<file path="config.mk">
export PLATFORM = sky130hd
export DESIGN_NAME = hack_rom_loader
export DESIGN_NICKNAME = d
export VERILOG_FILES = /design/src/rtl/hack_rom_loader.sv
export SDC_FILE = /design/constraint.sdc
export NUM_CORES = 1
export LEC_CHECK = 0
export ABC_AREA = 1
export CORE_MARGIN = 3
export CORE_UTILIZATION = 55
export DETAILED_ROUTE_END_ITERATION = 8
export DONT_BUFFER_PORTS = 1
export PLACE_DENSITY_LB_ADDON = 0.12
export SKIP_LAST_GASP = 1
export SLEW_MARGIN = 20
export SYNTH_ARGS = -nofsm -noshare
export SYNTH_HDL_FRONTEND = slang
export SYNTH_SLANG_ARGS = --single-unit
</file>
<file path="constraint.sdc">
create_clock -name i_clk -period 4.65 [get_ports i_clk]
set_clock_uncertainty 0.2 [all_clocks]
set_input_delay 0.93 -clock i_clk [delete_from_list [all_inputs] [get_ports i_clk]]
set_output_delay 0.93 -clock i_clk [all_outputs]
set_load 0.03 [all_outputs]
</file>
<file path="src/rtl/hack_rom_loader.sv">
// Purpose : boot loader for the Hack CPU. Parses SYNC-framed big-endian 16-bit words from a byte
//           stream, writes them to instruction ROM from address 0, and releases the CPU reset only
//           once the frame checksum has verified.
// Latency : the ROM write strobe is high for one cycle, starting on the edge after the word's low
//           byte is accepted. Status changes on the edge that accepts the deciding byte.
// Backpr. : rx_ready is always 1 once out of reset, so one byte can be consumed every cycle.
//
// Ports:
//   i_clk        system clock (rising edge)
//   i_rst_n      asynchronous active-low reset
//   i_rx_data    byte from the serial receiver
//   i_rx_valid   i_rx_data is valid this cycle
//   o_rx_ready   loader accepts a byte this cycle (low only while reset is held)
//   o_rom_we     one-cycle ROM write strobe
//   o_rom_addr   ROM write address
//   o_rom_wdata  ROM write data
//   o_cpu_reset  active-high CPU reset; low only while a verified image is present
//   o_busy       a frame is in progress
//   o_done       last frame verified, CPU running
//   o_error      last frame rejected
module hack_rom_loader #(
   parameter int          ADDR_W = 15,
   parameter logic [7:0]  SYNC   = 8'hA5
) (
   input  logic              i_clk,
   input  logic              i_rst_n,
   input  logic [7:0]        i_rx_data,
   input  logic              i_rx_valid,
   output logic              o_rx_ready,
   output logic              o_rom_we,
   output logic [ADDR_W-1:0] o_rom_addr,
   output logic [15:0]       o_rom_wdata,
   output logic              o_cpu_reset,
   output logic              o_busy,
   output logic              o_done,
   output logic              o_error
);

   // Largest image that fits in the ROM, in words.
   localparam logic [31:0] MAX_WORDS = 32'd1 << ADDR_W;

   typedef enum logic [3:0] {
      S_IDLE,
      S_CNT_HI,
      S_CNT_LO,
      S_DAT_HI,
      S_DAT_LO,
      S_CK_HI,
      S_CK_LO,
      S_RUN,
      S_ERR
   } state_t;

   state_t              r_state;
   state_t              w_next;

   logic                r_rdy;
   logic [7:0]          r_hi;      // latched high byte (count, data or checksum)
   logic [15:0]         r_cnt;     // N for the current frame
   logic [15:0]         r_wcnt;    // words written so far in this frame
   logic [15:0]         r_acc;     // running checksum
   logic                r_we;
   logic [15:0]         r_wdata;
   logic [ADDR_W-1:0]   r_addr;

   logic                w_accept;
   logic [15:0]         w_word;
   logic                w_oversize;
   logic                w_last;
   logic                w_ck_ok;
   logic                w_latch_hi;
   logic                w_clr;
   logic                w_wr;

   // rx_ready is a flop so it stays low for the whole reset and rises one edge after release.
   assign w_accept   = i_rx_valid & r_rdy;
   assign w_word     = {r_hi, i_rx_data};
   assign w_oversize = {16'd0, w_word} > MAX_WORDS;
   assign w_last     = (r_wcnt == (r_cnt - 16'd1));
   assign w_ck_ok    = (w_word == r_acc);

   // ---------------------------------------------------------------
   // State register
   // ---------------------------------------------------------------
   always_ff @(posedge i_clk or negedge i_rst_n) begin
      if (!i_rst_n) begin
         r_state <= S_IDLE;
      end else begin
         r_state <= w_next;
      end
   end

   // ---------------------------------------------------------------
   // Next state, datapath controls and state-decoded outputs
   // ---------------------------------------------------------------
   always_comb begin
      w_next      = r_state;
      w_latch_hi  = 1'b0;
      w_clr       = 1'b0;
      w_wr        = 1'b0;
      o_cpu_reset = 1'b1;
      o_busy      = 1'b0;
      o_done      = 1'b0;
      o_error     = 1'b0;

      case (r_state)
         S_RUN: begin
            o_cpu_reset = 1'b0;
            o_done      = 1'b1;
         end
         S_ERR:  o_error = 1'b1;
         S_IDLE: ;
         default: o_busy = 1'b1;
      endcase

      if (w_accept) begin
         case (r_state)
            // Outside a frame only SYNC matters; everything else is dropped.
            S_IDLE, S_RUN, S_ERR: begin
               if (i_rx_data == SYNC) begin
                  w_next = S_CNT_HI;
               end
            end
            S_CNT_HI: begin
               w_latch_hi = 1'b1;
               w_next     = S_CNT_LO;
            end
            S_CNT_LO: begin
               // Accumulator is cleared even for an empty frame so an old sum cannot leak in.
               w_clr = 1'b1;
               if (w_oversize) begin
                  w_next = S_ERR;
               end else if (w_word == 16'd0) begin
                  w_next = S_CK_HI;
               end else begin
                  w_next = S_DAT_HI;
               end
            end
            S_DAT_HI: begin
               w_latch_hi = 1'b1;
               w_next     = S_DAT_LO;
            end
            S_DAT_LO: begin
               w_wr   = 1'b1;
               w_next = w_last ? S_CK_HI : S_DAT_HI;
            end
            S_CK_HI: begin
               w_latch_hi = 1'b1;
               w_next     = S_CK_LO;
            end
            S_CK_LO: begin
               w_next = w_ck_ok ? S_RUN : S_ERR;
            end
            default: w_next = S_IDLE;
         endcase
      end
   end

   // ---------------------------------------------------------------
   // Datapath
   // ---------------------------------------------------------------
   always_ff @(posedge i_clk or negedge i_rst_n) begin
      if (!i_rst_n) begin
         r_rdy   <= 1'b0;
         r_hi    <= 8'd0;
         r_cnt   <= 16'd0;
         r_wcnt  <= 16'd0;
         r_acc   <= 16'd0;
         r_we    <= 1'b0;
         r_wdata <= 16'd0;
         r_addr  <= '0;
      end else begin
         r_rdy <= 1'b1;
         r_we  <= w_wr;

         if (w_latch_hi) begin
            r_hi <= i_rx_data;
         end

         if (w_wr) begin
            r_wdata <= w_word;
         end

         if (w_clr) begin
            r_cnt  <= w_word;
            r_wcnt <= 16'd0;
            r_acc  <= 16'd0;
         end else if (w_wr) begin
            r_wcnt <= r_wcnt + 16'd1;
            r_acc  <= r_acc + w_word;
         end

         // The address moves on only after the write cycle, so it is stable while r_we is high.
         // A clear and a write strobe can never coincide: CNT_LO is at least two bytes after DAT_LO.
         if (w_clr) begin
            r_addr <= '0;
         end else if (r_we) begin
            r_addr <= r_addr + ADDR_W'(1);
         end
      end
   end

   assign o_rx_ready  = r_rdy;
   assign o_rom_we    = r_we;
   assign o_rom_addr  = r_addr;
   assign o_rom_wdata = r_wdata;

endmodule

</file>
Run 1, placement view:
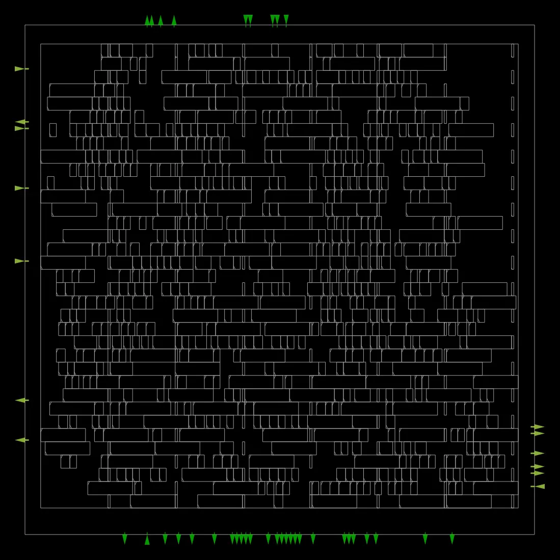
Taps Inserted: 129
Core Box Area: 9330 um^2
sequential cells: 93
final non-filler cell total: 836
final cell utilization of the core: 61.0%

Run 1, cells coloured by class:
(3 px per um)
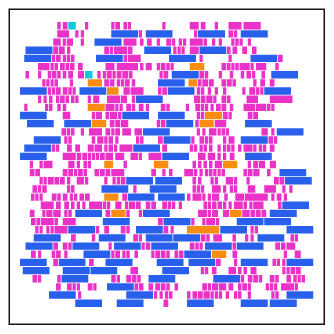
legend:
  blue:
    class: registers
    cells: 93
    share_of_their_area: 42%
  cyan:
    class: remaining buffers and delay cells
    cells: 2
    share_of_their_area: 0.27%
  orange:
    class: clock drivers and dummy loads
    cells: 16
    share_of_their_area: 4.1%
  magenta:
    class: remaining logic cells
    cells: 596
    share_of_their_area: 54%

Run 1, I/O nets highlighted:
(4 px per um)
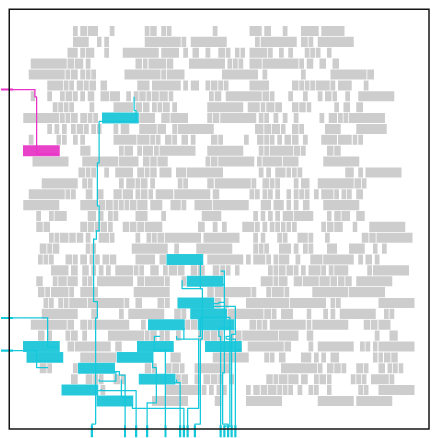
legend:
  magenta:
    port: o_rx_ready
    bits: 1
    direction: output
    edge: left
    end_cells: 1
    buffers: 0
    wire: 27.9 um
  cyan:
    port: o_rom_wdata
    bits: 16
    direction: output
    edge: 14 bottom, 2 left
    end_cells: 16
    buffers: 0
    wire: 529 um

Run 1, routed clock nets over the placement:
(3 px per um)
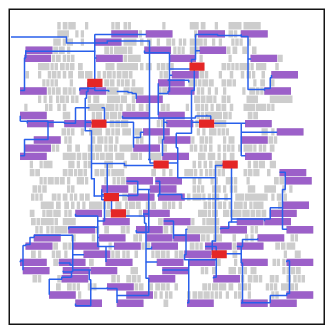
legend:
  purple:
    item: flip-flops
    count: 93
  red:
    item: clock-net drivers
    count: 9
  blue:
    item: clock wires
    length: 1170 um
flops lie: widely spread
routed clock nets: 10

==> out/qor.yml, run 1 <==
status:
  status: "finished clean"
power_and_ir_drop:
  pwr-share-clk_pct: 18.5
  power_uw: 3270
  comb_power_share_pct: 37.9
  swShare_pct: 45.7
  ir_worst_vdd_mv: 0.302
drt:
  num_vias: 4613
  ant_nets: 0
  drc: 0
  first_iter_violations: 231
final_layout:
  area_delta_synth_final_pct: 6.58
  seq_area_um2: 2330
  lay_top_cells: "nand2_1, dfrtp_1, inv_1, o21ai_0, nor2_1"
  final_area_um2: 5690
  fill_cells: 842
  num_antenna_cells: 0
floorplanning:
  die_w_um: 105
  ioPinCount: 48
  die_h_um: 105
logic_synthesis:
  topCombFamilyByArea: "simple AND/OR/NAND/NOR gates"
  edf_count: 0
  synth_area_um2: 5340
  synthesis.nets: 732
  netlist_top_cells_count: "nand2_1, dfrtp_1, inv_1, o21ai_0, nor2_1"
  topCellsByArea: "dfrtp_1, nand2_1, o21ai_0"
  synth-simple-area-share_pct: 29.3
  yosys.stat.seqShare_pct: 43.6
  yosys_area_um2: 5340
  synth_adder_area_share_pct: 4.59
  synth.avg_cell_area_um2: 7.61
  syn_inst: 702
  ys_sh_aoi_pct: 13.2
  ys_sh_xor_pct: 2.46
  ys_sh_mux_pct: 0
clock_tree:
  cts-buffers-inserted: 9
  cts_tree: "yes"
  clock_latency_ns: 0.37
  post_cts_buffers: 0
  clock_path_buffers: 2
  cts.sinks: 93
  cts_hold_buf: 0
setup_path:
  critical_path.top_delay_family: "buffers and inverters"
  crit_chain: "inv_1, nand2_2, nor3_1, buf_4, inv_1, nand2_1, inv_1"
  startpoint_type: "flop"
  reg2regPathDepth: 9
  r2r_start: "r_state[1]$_DFFE_PN0P_"
  cpMaxStageDelayCell: "dfrtp_1"
  crit_buf_inv: 4
  cp.depth: 7
  crit_start: "r_state[3]$_DFFE_PN0P_"
place:
  io_buffer_count: 0
  dp_hpwl_um: 9150
  post_dp_cell_area_um2: 5470
sta:
  finalSetupViolations: 0
  worst_slack_ns: 1.77
  slew_violations: 0
  hold_ws_ns: 0.0402
  timing.fmax_mhz: 347
  finalHoldViolCount: 0
global_route:
  grt_pass1_vias: 4333
  grt_antenna_before_repair: 0
  use_met1_pct: 30.3
  use_met2_pct: 40.1
[run 1: registers in the layout, indices dropped and copies added, names as in the netlist]
| register | count |
|---|---|
| r_wcnt | 16 |
| o_rom_addr | 15 |
| r_acc | 16 |
| o_rx_ready | 1 |
| o_rom_we | 1 |
| r_state | 4 |
| r_cnt | 16 |
| r_hi | 8 |
| o_rom_wdata | 16 |
[run 1: area by class of cell]
class,instances,share of cell area (%)
timing repair buffer,2,0.264
sequential,93,40.9
tap,129,2.84
clock buffer,9,2.18
clock inverter,7,1.80
multi-input combinational,514,46.6
inverter,82,5.41
[run 1: per-layer routing]
metal | routed length, um | up-vias
li1 | - | 2313
met1 | 5350 | 2163
met2 | 6230 | 117
met3 | 718 | 20
met4 | 246 | 0
met5 | 0 | -
Run 1, where the registers sit:
(3 px per um)
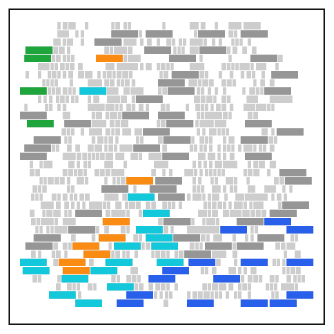

==> run 1 -> run 2 <==
- clock period: 4.65 -> 2.35 ns (I/O delays scaled with it)
Run 2, where the registers sit:
(3 px per um)
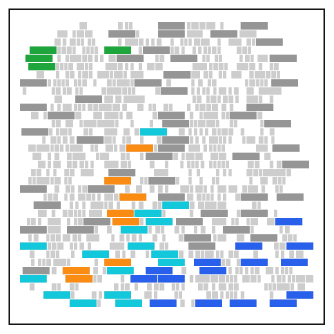
legend:
  orange:
    signal: r_hi
    sequential_cells: 8
  cyan:
    signal: o_rom_wdata
    sequential_cells: 16
  green:
    signal: r_state
    sequential_cells: 4
    where: top left
  blue:
    signal: o_rom_addr
    sequential_cells: 15
not coloured: 50

==> out/qor.yml, run 2 <==
drt:
  firstDrtPassIters: 5
  route.detailed.wl_per_inst_um: 15.2
  finalWirelength_um: 13000
  ant_nets: 0
  wl_met2_um: 6370
  met3_length_um: 537
  routed.top_layer: "met4"
  via_per_inst: 5.48
  drc: 0
  first_iter_violations: 214
  met1_length_um: 5710
  num_vias: 4674
place:
  place.gp.congestion: 0.911
  pre_cts_ws_ns: -0.0600
  placed_cells: 837
  io_buffer_count: 0
  dp_hpwl_um: 9420
  post_dp_cell_area_um2: 5600
sta:
  finalSetupViolations: 0
  worst_slack_ns: 0.143
  fin_setup_tns_ns: 0
  hold_ws_ns: -0.430
  timing.fmax_mhz: 453
  slew_violations: 0
  min_period_ns: 2.21
  finalHoldViolCount: 93
final_layout:
  lay_top_cells: "nand2_1, dfrtp_1, inv_1, o21ai_0, nor2_1"
  sh_seq_area_pct: 40.0
  drive_gt1_share_pct: 9.39
  final_cells: 853
  logic_gates: 514
  seq_area_um2: 2330
  biggestCellCategory: "combinational gates"
  num_antenna_cells: 0
  mostFrequentLayoutCell: "nand2_1"
  nClkBuffers: 9
  logic_area_um2: 2690
  comb_share_pct: 46.2
  buffers: 19
  clock_cell_area_share_pct: 3.33
  non_clock_buffer_area_share_pct: 2.45
  flops: 93
  fill_cells: 834
  post-route-util_pct: 62.4
  inv_count: 82
  area_delta_synth_final_pct: 9.02
  finalNetCount: 749
  final_area_um2: 5820
setup_path:
  cpMaxStageDelayCell: "fa_1"
  startpoint_type: "flop"
  crit_start: "r_acc[0]$_DFFE_PN0P_"
  end_kind: "flop"
  crit_chain: "ha_1, inv_1, fa_1, o21ai_2, a31oi_2, o21bai_1, nand2_1, nand2_1, nand2_1, nand2_1, o21ai_0"
  critical_path.top_delay_family: "AND-OR/OR-AND gates"
  cpPeakStageDelay_ns: 0.40
  crit_arrival_ns: 2.27
  critPathKind: "reg2reg"
  cp.depth: 11
  r2r_slack_ns: 0.14
  cp_common_cell: "nand2_1"
  reg2regPathDepth: 11
  cp-endpoint: "r_acc[12]$_DFFE_PN0P_"
  crit_required_ns: 2.41
  r2r_start: "r_acc[0]$_DFFE_PN0P_"
  crit_buf_inv: 1
  path_max_fanout: 4
floorplanning:
  die_w_um: 105
  coreArea_um2: 9330
  ioPinCount: 48
  die_h_um: 105
  rows: 35
  initCoreUtil_pct: 57.3
  die_area_um2: 10900
  taps: 129
global_route:
  gr-total-overflow: 0
  met3_usage_pct: 3.52
  use_met2_pct: 41.4
  grt_pass1_vias: 4493
  grt_busiest_layer: "met2"
  grt_antenna_before_repair: 0
  use_met1_pct: 30.8
  grt_pass1_wl_um: 21500
  grt_max_degree: 94
  grt_usage_pct: 24.4
clock_tree:
  post_cts_buffers: 0
  clock_latency_ns: 0.38
  cts-root-buf: "clkbuf_8"
  cts_htree_levels: 3
  clk_pin_slew_ns: 0.11
  clock_path_buffers: 2
  cts.sinks: 93
  cts-buffers-inserted: 9
  cts_tree: "yes"
logic_synthesis:
  top_area_share_pct: 43.6
  ys.flops: 93
  yosysTopAreaCell: "dfrtp_1"
  synth.avg_cell_area_um2: 7.61
  syn_inst: 702
  synthDistinctLibCells: 40
  yosys_cells: 702
  synth_async_sr_flop_share_pct: 100
  yosys.stat.seqShare_pct: 43.6
  synth_area_um2: 5340
  yosysWarnings: 0
  synth_top_cell_by_count: "nand2_1"
  netlist_top_cells_count: "nand2_1, dfrtp_1, inv_1, o21ai_0, nor2_1"
  synthesis.nets: 732
  yosys_area_um2: 5340
  topCellsByArea: "dfrtp_1, nand2_1, o21ai_0"
  edf_count: 0
status:
  violations: "negative hold slack"
  status: "complete, but fails checks"
power_and_ir_drop:
  p_leak_uw: 0.00289
  power_uw: 6550
  ir_worst_vdd_mv: 0.494
flow_run:
  warnings: 28
  cap_violations: 0
worst_hold_path:
  hold_path.class: "in2async"
==> run 2: cell counts after synthesis <==
No cell type changed its count.
==> run 2: what timing repair did <==
action	in CTS	in global routing
resized	0	11
endpoints found under the setup margin	0	10
hold endpoints to repair	93	93
==> run 2: kinds of logic (layout without fill, tap and decap cells) <==
kind of cell	Yosys count	in the layout	synth area share, %
other	1	1	0.0702
AND-OR/OR-AND	131	131	13.2
AND/OR/NAND/NOR	348	348	29.3
adder cells (fa/ha/maj)	19	19	4.59
XOR/XNOR	15	15	2.46
flip-flops	93	93	43.6
buffers and inverters	95	117	6.77
==> run 2: power breakdown <==
group / leakage, uW / switching, uW / internal [uW]
Combinational: 0.00156 / 1710 / 986
Clock: 0.000101 / 658 / 419
Sequential: 0.00123 / 683 / 2100
Total: 0.00289 / 3050 / 3500
No activity file was given, so power comes from the tool's default toggle rates.
